===== src/rtl/hpm_pkg.sv =====
// Shared constants and CSR address decode for the hardware performance counter bank.
package hpm_pkg;

  localparam logic [11:0] HPM_CNT_BASE     = 12'hB00;
  localparam logic [11:0] HPM_CNT_HI_BASE  = 12'hB80;
  localparam logic [11:0] HPM_INHIBIT_ADDR = 12'h320;

  localparam int HPM_EVT_SEL_W = 8;
  localparam int HPM_OF_BIT    = 31;

  typedef enum logic [2:0] {
    REG_NONE,
    REG_CNT_LO,
    REG_CNT_HI,
    REG_INHIBIT,
    REG_EVENT
  } hpm_reg_e;

  typedef struct packed {
    hpm_reg_e   kind;
    logic [4:0] idx;
  } hpm_dec_t;

  // Each claimed window is 32 entries wide, so the upper seven address bits pick the window.
  function automatic hpm_dec_t hpm_decode(logic [11:0] addr);
    hpm_dec_t d;
    d.kind = REG_NONE;
    d.idx  = addr[4:0];
    if (addr[11:5] == HPM_CNT_BASE[11:5]) begin
      d.kind = REG_CNT_LO;
    end else if (addr[11:5] == HPM_CNT_HI_BASE[11:5]) begin
      d.kind = REG_CNT_HI;
    end else if (addr == HPM_INHIBIT_ADDR) begin
      d.kind = REG_INHIBIT;
    end else if ((addr[11:5] == HPM_INHIBIT_ADDR[11:5]) && (addr[4:0] >= 5'd3)) begin
      d.kind = REG_EVENT;
    end
    return d;
  endfunction

endpackage


===== src/rtl/hpm_counter.sv =====
// One CNT_W-bit counter with split 32-bit write ports; a write always beats the increment.
module hpm_counter #(
  parameter int CNT_W = 64
) (
  input  logic             clk,
  input  logic             rst_n,
  input  logic             inc_i,
  input  logic             wr_lo_i,
  input  logic             wr_hi_i,
  input  logic [31:0]      wdata_i,
  output logic [CNT_W-1:0] cnt_o,
  output logic             wrap_o
);

  logic [CNT_W-1:0] cnt_q, cnt_d;

  always_comb begin
    cnt_d  = cnt_q;
    wrap_o = 1'b0;
    if (wr_lo_i) begin
      cnt_d[31:0] = wdata_i;
    end else if (wr_hi_i) begin
      cnt_d[CNT_W-1:32] = wdata_i[CNT_W-33:0];
    end else if (inc_i) begin
      cnt_d  = cnt_q + CNT_W'(1);
      wrap_o = &cnt_q;
    end
  end

  always_ff @(posedge clk or negedge rst_n) begin
    if (!rst_n) begin
      cnt_q <= '0;
    end else begin
      cnt_q <= cnt_d;
    end
  end

  assign cnt_o = cnt_q;

endmodule


===== src/rtl/hpm_counter_bank.sv =====
// Machine counter bank: mcycle, minstret, NUM_HPM event counters, mcountinhibit, mhpmevent.
// Build macro HPM_OVF_IRQ_EN enables the sticky OF bits and the registered overflow interrupt.
module hpm_counter_bank
  import hpm_pkg::*;
#(
  parameter int NUM_HPM = 4,
  parameter int CNT_W   = 64,
  parameter int NUM_EVT = 8
) (
  input  logic               clk,
  input  logic               rst_n,
  input  logic               csr_we_i,
  input  logic [11:0]        csr_addr_i,
  input  logic [31:0]        csr_wdata_i,
  output logic [31:0]        csr_rdata_o,
  output logic               csr_hit_o,
  input  logic               retire_i,
  input  logic [NUM_EVT-1:0] evt_i,
  output logic               ovf_irq_o
);

  localparam int NCNT = NUM_HPM + 2;
  localparam int NEV  = (NUM_HPM > 0) ? NUM_HPM : 1;
  localparam logic [31:0] INH_MASK = 32'h5 | (((32'd1 << NUM_HPM) - 32'd1) << 3);

  // Counter slot 0 is mcycle, slot 1 is minstret, slot i>=2 is mhpmcounter(i+1).
  function automatic logic [4:0] slot_csr(int slot);
    return (slot == 0) ? 5'd0 : 5'(slot + 1);
  endfunction

  hpm_dec_t dec;
  logic     wr_inh;

  logic [31:0]              inh_q, inh_d;
  logic [HPM_EVT_SEL_W-1:0] sel_q [NEV];
  logic [HPM_EVT_SEL_W-1:0] sel_d [NEV];
  logic [NEV-1:0]           wr_ev;
  logic [NEV-1:0]           of_q;

  logic [255:0]     evt_ext;
  logic [NCNT-1:0]  inc, wr_lo, wr_hi, wrap;
  logic [CNT_W-1:0] cnt [NCNT];

  assign dec       = hpm_decode(csr_addr_i);
  assign csr_hit_o = (dec.kind != REG_NONE);
  assign wr_inh    = csr_we_i && (dec.kind == REG_INHIBIT);

  // The new inhibit value already gates the edge at which it is written.
  assign inh_d = wr_inh ? (csr_wdata_i & INH_MASK) : inh_q;

  always_comb begin
    wr_lo = '0;
    wr_hi = '0;
    for (int i = 0; i < NCNT; i++) begin
      wr_lo[i] = csr_we_i && (dec.kind == REG_CNT_LO) && (dec.idx == slot_csr(i));
      wr_hi[i] = csr_we_i && (dec.kind == REG_CNT_HI) && (dec.idx == slot_csr(i));
    end
  end

  always_comb begin
    wr_ev = '0;
    sel_d = sel_q;
    for (int j = 0; j < NUM_HPM; j++) begin
      wr_ev[j] = csr_we_i && (dec.kind == REG_EVENT) && (dec.idx == 5'(j + 3));
      if (wr_ev[j]) begin
        sel_d[j] = csr_wdata_i[HPM_EVT_SEL_W-1:0];
      end
    end
  end

  // Selector e picks evt_i[e-1]; zero-extending to 256 bits makes e=0 and e>NUM_EVT read 0.
  always_comb begin
    evt_ext = 256'(evt_i);
    inc     = '0;
    inc[0]  = ~inh_d[0];
    inc[1]  = retire_i & ~inh_d[2];
    for (int j = 0; j < NUM_HPM; j++) begin
      inc[j+2] = ~inh_d[j+3] & (sel_q[j] != '0) & evt_ext[sel_q[j] - 8'd1];
    end
  end

  for (genvar i = 0; i < NCNT; i++) begin : g_cnt
    hpm_counter #(
      .CNT_W (CNT_W)
    ) u_cnt (
      .clk     (clk),
      .rst_n   (rst_n),
      .inc_i   (inc[i]),
      .wr_lo_i (wr_lo[i]),
      .wr_hi_i (wr_hi[i]),
      .wdata_i (csr_wdata_i),
      .cnt_o   (cnt[i]),
      .wrap_o  (wrap[i])
    );
  end

  always_ff @(posedge clk or negedge rst_n) begin
    if (!rst_n) begin
      inh_q <= '0;
      for (int j = 0; j < NEV; j++) begin
        sel_q[j] <= '0;
      end
    end else begin
      inh_q <= inh_d;
      sel_q <= sel_d;
    end
  end

`ifdef HPM_OVF_IRQ_EN
  logic [NEV-1:0] of_d;
  logic           ovf_irq_q, ovf_irq_d;
  logic           unused_wrap;

  // A hardware wrap overrides a same-cycle software write of OF.
  always_comb begin
    of_d      = of_q;
    ovf_irq_d = 1'b0;
    for (int j = 0; j < NUM_HPM; j++) begin
      if (wr_ev[j]) begin
        of_d[j] = csr_wdata_i[HPM_OF_BIT];
      end
      if (wrap[j+2]) begin
        of_d[j] = 1'b1;
      end
      ovf_irq_d = ovf_irq_d | (of_q[j] & ~inh_q[j+3]);
    end
  end

  always_ff @(posedge clk or negedge rst_n) begin
    if (!rst_n) begin
      of_q      <= '0;
      ovf_irq_q <= 1'b0;
    end else begin
      of_q      <= of_d;
      ovf_irq_q <= ovf_irq_d;
    end
  end

  assign ovf_irq_o   = ovf_irq_q;
  assign unused_wrap = ^wrap[1:0];
`else
  logic unused_wrap;

  assign of_q        = '0;
  assign ovf_irq_o   = 1'b0;
  assign unused_wrap = ^{wrap, wr_ev};
`endif

  always_comb begin
    csr_rdata_o = '0;
    case (dec.kind)
      REG_CNT_LO: begin
        for (int i = 0; i < NCNT; i++) begin
          if (dec.idx == slot_csr(i)) csr_rdata_o = cnt[i][31:0];
        end
      end
      REG_CNT_HI: begin
        for (int i = 0; i < NCNT; i++) begin
          if (dec.idx == slot_csr(i)) csr_rdata_o = 32'(cnt[i][CNT_W-1:32]);
        end
      end
      REG_INHIBIT: csr_rdata_o = inh_q;
      REG_EVENT: begin
        for (int j = 0; j < NUM_HPM; j++) begin
          if (dec.idx == 5'(j + 3)) begin
            csr_rdata_o = {of_q[j], {(31 - HPM_EVT_SEL_W){1'b0}}, sel_q[j]};
          end
        end
      end
      default: csr_rdata_o = '0;
    endcase
  end

endmodule

===== config.mk =====
export PLATFORM = sky130hd
export DESIGN_NAME = hpm_counter_bank
export DESIGN_NICKNAME = d
export VERILOG_FILES = /design/src/rtl/hpm_pkg.sv /design/src/rtl/hpm_counter.sv /design/src/rtl/hpm_counter_bank.sv
export SDC_FILE = /design/constraint.sdc
export NUM_CORES = 2
export LEC_CHECK = 0
export ABC_CLOCK_PERIOD_IN_PS = 2800
export CORE_ASPECT_RATIO = 1.5
export CORE_UTILIZATION = 49
export DETAILED_ROUTE_END_ITERATION = 8
export PLACE_DENSITY = 0.79
export SLEW_MARGIN = 20
export SYNTH_ARGS = -nofsm -noshare
export SYNTH_HDL_FRONTEND = slang
export SYNTH_SLANG_ARGS = --single-unit

===== constraint.sdc =====
create_clock -name clk -period 2.8 [get_ports clk]
set_input_delay 0.28 -clock clk [delete_from_list [all_inputs] [get_ports clk]]
set_output_delay 0.28 -clock clk [all_outputs]
set_load 0.02 [all_outputs]

pins.png
Pins as bars across the die edge, other pins in gray.
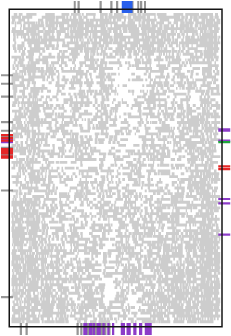
| port | color | pins | direction | edge |
|---|---|---|---|---|
| csr_hit_o | green | 1 | output | east |
| csr_rdata_o | purple | 32 | output | 23 south, 6 east, 2 west, 1 north |
| evt_i | blue | 8 | input | north |
| csr_addr_i | red | 12 | input | 9 west, 2 east, 1 north |

final_clocks.png
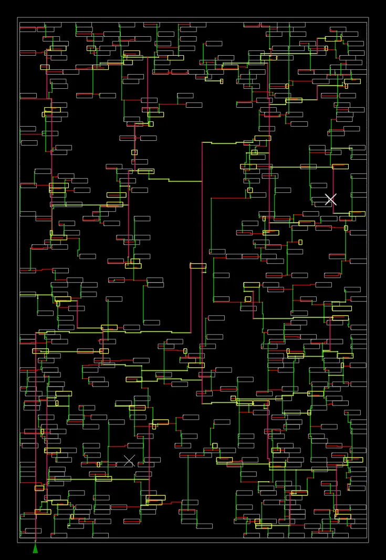
final worst clock skew: 0.0311 ns
TritonCTS buffer count: 48

metal_stack.png
Bar = 50 µm.
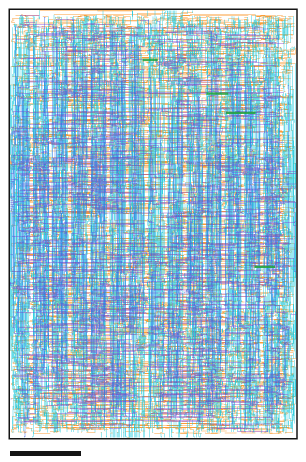
| layer | color | wire length |
|---|---|---|
| met3 | purple | 21.5 mm |
| met4 | blue | 22.8 mm |
| met5 | green | 55.2 µm |
| met1 | orange | 52.8 mm |
| met2 | cyan | 74.2 mm |
total global routing track utilization: 0.552
final WL: 171000 µm
Via Count: 36094
Routed WL per cell: 33.3 µm

clock_map.png
Bar = 50 µm.
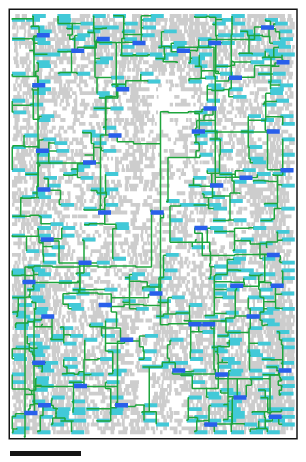
[cells driving clock nets] blue | count: 48
[clock wires] green | length: 6620 µm
[flip-flops] cyan | count: 422
routed clock nets: 49
flops lie: widely spread
power in the clock group: 0.00672 W
clock network power share: 0.388

registers.png
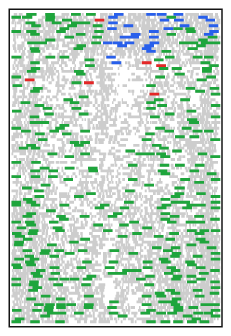
| name in the netlist | color | flops |
|---|---|---|
| inh_q | red | 6 |
| g_cnt.u_cnt.cnt_o | green | 384 |
| sel_q | blue | 32 |

==> results.yml <==
# physical design summary
setup_path:
  critical_path.slowest_cell: "a222oi_1"
  critical_path.cell_chain: "a222oi_1 -> o211ai_1 -> a221o_1 -> buf_6"
  critical_path_arrival_ns: 2.82
  cp_endpoint_kind: "primary output"
  crit_required_ns: 2.52
  maximum_single_stage_delay_on_the_critical_path_ns: 0.66
  critPathMaxFanout: 4
  critPathKind: "flop to primary output"
  cp-start-kind: "flop"
power_and_ir_drop:
  dominant_power_group: "registers"
  power.combinational.total_w: 0.00372
  switching_share: 0.330
  p_sw_w: 0.00571
  power_frac_comb: 0.215
  fraction_of_power_consumed_by_sequential_logic: 0.397
  intPower_w: 0.0116
  design_power_total_w: 0.0173
  sequential_group_power_w: 0.00687
  max-vdd-ir-drop_mv: 0.479
  power_density_nw_per_um2: 436
  power_leakage_nw: 16.1
clock_tree:
  clock-root-buffer: "clkbuf_16"
  clock_latency_ns: 0.63
  clkTransAtPathRegs_ns: 0.06
  cts.htree.levels: 2
  cts_buffer_depth: 3
  post_cts_hold_buffer_count: 1
  tritoncts: "done"
  post_cts.repair.setup_buffers: 20
  post_cts_resize_count: 276
  clock_sinks: 422
synthesis:
  synth-seq-cells: 422
  ys_async_sr_fraction: 1.00
  synth_cell_types: 87
  number_of_flops_mapped_to_enable_cells_by_yosys: 0
  synth.net_count: 3719
  synth.cell_area_um2: 29400
  synth_top_flop_cell: "dfrtp_1"
  synth_stat.cells: 3649
  synthesis.area_per_instance_um2: 8.06
  postSynthSeqShare: 0.359
  gate_count_after_technology_mapping: 3649
  yosys_warnings: 0
  post_synthesis_chip_area_from_yosys_um2: 29400
cells_and_area:
  nNetsFinal: 4381
  drive_above_1_share: 0.280
  fillerInstances: 5026
  area_delta_synth_final_pct: 35.1
  regArea_um2: 10600
  final_cell_count_no_fill: 5140
  final-comb-area_um2: 18700
floorplanning:
  std_cell_rows: 109
  fp.dieArea_um2: 61000
  chipHeight_um: 302
  die_w_um: 202
  starting_density_of_the_core: 0.497
  pin_count: 90
  floorplan.core_area_um2: 59200
grt:
  grt_pass1_vias: 34579
  grt.overflow.total: 0
  grt_pass1_wl_um: 241000
  grt_antenna_before_repair: 12
  grt_max_degree: 89
detailed_routing:
  drt_iter0_drc: 5266
  ant_nets: 0
  avgViaCountPerCell: 7.02
  post-route-drc-count: 4
  iteration_tally_of_the_first_detailed_router_pass: 9
flow_run:
  cap_violations: 0
  tool_warnings: 32
placement:
  dpl.cell_count: 5008
  dp_hpwl_um: 128000
  routabilityCongestion: 1.13
  dpl_worst_slack_ns: -0.985
  io_buffers: 88
outcome:
  violated_checks: "DRC, setup timing"
  status: "finished with violations"
final_timing:
  max_freq_mhz: 323
  slew_headroom: 0.282
  post_route_minimum_period_ns: 3.10
  finalMaxSlewViolations: 0
  finalClockPeriodUsage: 1.11
  grt_setup_unrepaired: "yes"
  postLayoutSetupSlackWorst_ns: -0.298
  timing_hold_violations_final: 0
  worst_hold_slack_ns: 0.186
  setup_viol: 38
  timing_worst_slew_pin_value_ns: 1.07
hold_path:
  min_path_type: "input pin to asynchronous set/reset pin"
-- cell type report --
| class | count | share of cell area |
|---|---|---|
| repair buffers | 897 | 0.191 |
| diodes | 13 | 0.000819 |
| inverters | 76 | 0.00718 |
| clock inverters | 19 | 0.00551 |
| well taps | 777 | 0.0245 |
| clock buffers | 70 | 0.0346 |
| flip-flops and latches | 422 | 0.266 |
| multi-input cells | 2866 | 0.470 |
-- layer usage --
metal / track usage / share of wire / vias up
met4: 0.589 / 0.13 / 8
met1: 0.572 / 0.31 / 17101
met5: 0 / 0.00032 / -
met2: 0.844 / 0.43 / 2938
met3: 0.191 / 0.13 / 1141
li1: - / - / 14906
-- critical path: cells and delay by family (launching register included) --
family / cells / cell delay, ns
buf+inv: 1 / 0.18
flops: 1 / 0.45
compound gates: 3 / 1.56
-- Yosys cell counts, drive strengths merged (19+ instances only) --
cell type	count	area, µm²
nor2	257	975
a221oi	38	333
buf	46	210
or3	47	294
and3	53	332
a222oi	40	400
a21oi	190	955
nor3	165	841
nand4	121	757
o31ai	22	165
mux2i	69	691
or4	32	244
and2	34	214
nand3	207	1040
inv	76	285
and4	41	359
dfrtp	422	10600
o211ai	33	248
xnor2	234	2060
clkbuf	239	898
nor4	154	1010
o22ai	41	257
o21ai	261	1310
mux2	41	462
a221o	40	400
a22oi	48	360
or2	19	119
a31oi	22	138
nand2	457	1720
a211oi	25	188
-- stage by stage --
step,utilization,cell area (µm²),TNS (ns)
floorplan,-,29500,0
global placement,0.621,36800,-167.66
detailed placement,0.621,36800,-175.30
CTS,0.661,39100,-0.673
global route,0.671,39700,-5.15
finish,0.671,39700,-1.81
-- kinds of logic after synthesis --
logic type	after synthesis	share of synthesized area
multiplexers	115	0.0430
AND-OR/OR-AND	832	0.183
AND/OR/NAND/NOR	1653	0.287
buffers and inverters	361	0.0474
adder cells (fa/ha/maj)	14	0.00596
flip-flops	422	0.359
other	1	0.000127
XOR/XNOR	251	0.0750
-- sequential cells by signal (all words and copies together), names as in the netlist --
name,flops
g_cnt.u_cnt.cnt_o,384
sel_q,32
inh_q,6
-- cell usage in the layout (no fill, tap or decap), types with 113 or more instances in the layout --
cell / instances
a21oi_1: 178
buf_4: 745
dfrtp_1: 399
nand2_1: 451
nand3_1: 205
nand4_1: 121
nor2_1: 242
nor3_1: 145
nor4_1: 113
o21ai_0: 238
xnor2_1: 233
-- worst paths after layout --
kind                            slack, ns                       end                    start  cells after the start
worst max-delay path                -0.30            csr_rdata_o[7]  g_cnt[1].u_cnt.cnt_o[7]                      4
worst min-delay path                 0.19  g_cnt[0].u_cnt.cnt_o[25]                    rst_n                      2
worst max register to register      -0.13   g_cnt[4].u_cnt.cnt_o[7]                 sel_q[8]                     10
worst min register to register       0.54                 sel_q[21]                sel_q[21]                      1
max in group asynchronous            1.63  g_cnt[3].u_cnt.cnt_o[41]                    rst_n                      3
min in group clk                     0.22  g_cnt[0].u_cnt.cnt_o[26]          csr_wdata_i[26]                      3
Power figures rest on the tool's default switching activity, not on a simulated workload.
